Design traffic_phase_timer, sky130hd; sources not shown.
Figure 1. Gate-type map.
(4 px per um)
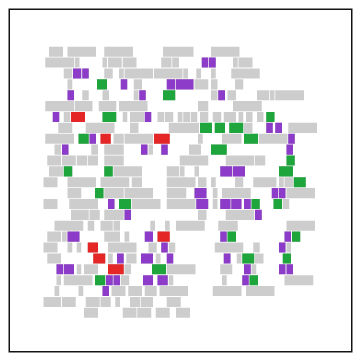
Key: green = AND and OR gates [cells 26, most used or3_1]; purple = inverting AOI/OAI gates [cells 53, most used a21oi_1]; red = AND-OR and OR-AND gates [cells 7, most used a22o_1]
number of standard cells in the final layout excluding fillers: 316
highest-count logic cell in the final layout: sky130_fd_sc_hd__dfxtp_1
logic share of the area: 48.5%

Figure 2. Placed cells, one color a class.
(4 px per um) Fill, decap, tap and diode cells in gray.
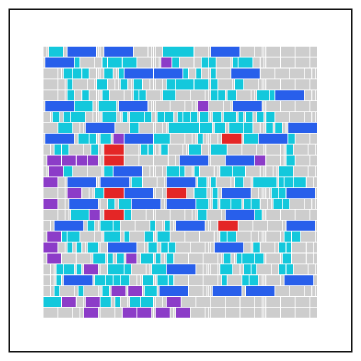
Key: cyan = all other logic [cells 187]; purple = other buffers and delay cells [cells 28]; red = clock drivers and dummy loads [cells 7]; blue = flip-flops [cells 40]
Non-Filler Cell Area, Final: 2440 um^2
sequential share of cell area: 32.9%

Figure 3. Drive-strength map.
(4 px per um)
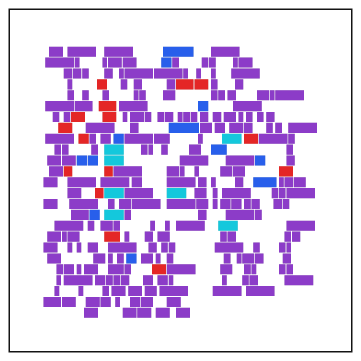
Key: purple = drive 1 or less [cells 228, share 87%]; blue = drive 3 to 4 [cells 12, share 4.6%]; red = drive 2 [cells 15, share 5.7%]; cyan = drive 6 and up [cells 7, share 2.7%]
Syn-to-layout area delta: 18.2%
least setup slack across all paths after layout: 0.274 ns
count of plain and timing-repair buffers: 28

Figure 4. Signal wires on met3.
(6 px per um)
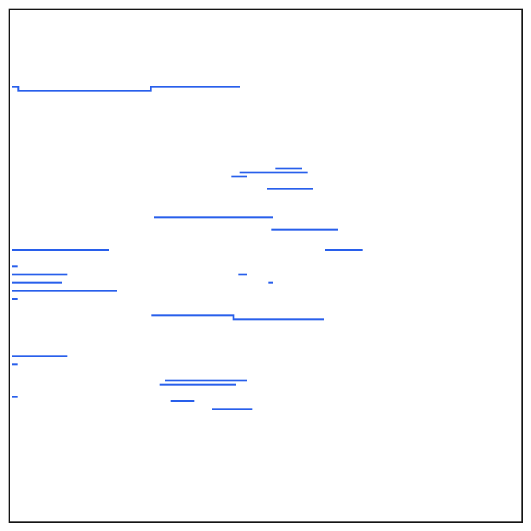
The longest straight run is 22.1 um. 20 nets have wire on it.
wire length reported by the detailed router: 4.69 mm
vias after detailed routing: 1828
global-route track usage on met3: 4.63%

Figure 5. Congestion heat map.
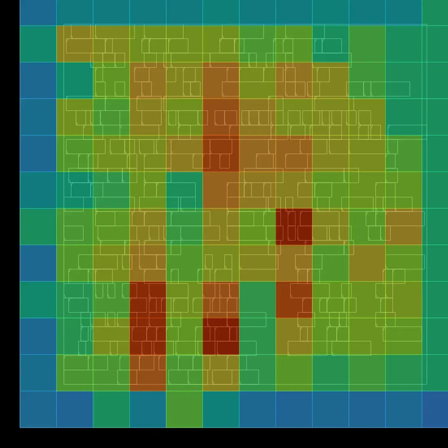
met1 capacity usage during global routing: 18.2%
wire length per cell after detailed routing: 14.8 um

==> impl_metrics.toml <==
# generated from flow reports
[timing]
setup_viol = 0
final-max-slew-violation-count = 0
fmaxAchievable_mhz = 494
timing.clock.skew_ns = 0.00720
finalCriticalPeriod_ns = 2.03
timing.max_slew.rel_slack_pct = 61.4
hold_violations = 0

[worst_setup_path]
critPathMaxStageDelay_ns = 0.55
worst_r2r_path_depth = 5
critical_path_peak_fanout = 11
cp-start-kind = "register"
cp_num_cells = 5
r2r_slack_ns = 0.27
critPathCaptureType = "register"
arrival_ns = 2.19

[global_routing]
busiest_layer_in_global_routing = "met2"
grt_pass1_wl_mm = 8.20

[floorplanning]
core_density_at_floorplan_pct = 44.2
fp.dieW_um = 85.2
die_h_um = 85.2
pin_count = 21

[layout]
share_of_layout_cells_above_drive_strength_1_pct = 13.0

[drt]
m1WireLength_mm = 2.33
detail_route.vias_per_cell = 5.78
met3WireLength_um = 228

[clock_tree]
cts_hold_buffers = 0
h-tree-depth = 2
resized_gates_after_cts = 0

[synthesis]
synthesis.area_per_instance_um2 = 8.77
yosysCellCount = 235
synth.net_count = 249
top_cell_area_share_pct = 38.9
synthFlopType = "sky130_fd_sc_hd__dfxtp_1"
edf_count = 0
synth_warnings = 0

[power]
ir_drop_mv = 0.354
cellPowerDensity_nw_per_um2 = 563
power.leakage_nw = 0.823

[hold_path]
worst_hold_path_cells = 1

[status]
run_status = "finished, final reports clean"
-- power groups by stage --
stage                     Clock (W)  Combinational (W)  Sequential (W)
after floorplan                   0          0.0000752        0.000741
after global placement            0           0.000143        0.000743
after detailed placement          0           0.000143        0.000743
after CTS                  0.000519           0.000143        0.000726
after global routing       0.000550           0.000158        0.000730
final                      0.000501           0.000143        0.000726
-- cells by family after synthesis --
kind of cell,Yosys count,share of synthesized area (%)
and+or+nand+nor,104,31.5
adders and majority gates,3,1.82
buffers and inverters,16,4.07
muxes,6,2.98
xor gates and xnor gates,6,2.55
AOI/OAI and AO/OA,60,18.3
DFF,40,38.9
-- area by class of cell --
class	count	area [um^2]
Tap cell	54	67.6
Multi-Input combinational cell	179	1180
Sequential cell	40	801
Fill cell	478	2220
Inverter	8	30.0
Clock buffer	7	96.3
Timing Repair Buffer	28	260
-- worst register-to-register path, cell delays in order, from the launching register on --
cell and delay [ns]:
sky130_fd_sc_hd__dfxtp_1 0.43, sky130_fd_sc_hd__ha_1 0.24, sky130_fd_sc_hd__nand3_1 0.22, sky130_fd_sc_hd__or4_4 0.55, sky130_fd_sc_hd__o311ai_0 0.34, sky130_fd_sc_hd__o41ai_1 0.12
-- per-stage QoR --
stage          power (W)  instance area (um^2)  cells  worst slack (ns)
3_5_place_dp    0.000885                  2340    309            0.0297
3_3_place_gp    0.000886                  2340    309            0.0381
2_1_floorplan   0.000816                  2060    235             0.412
4_1_cts          0.00139                  2440    316             0.268
6_report         0.00137                  2440    316             0.274
5_1_grt          0.00144                  2440    316            0.0716
Power figures rest on the tool's default switching activity, not on a simulated workload.
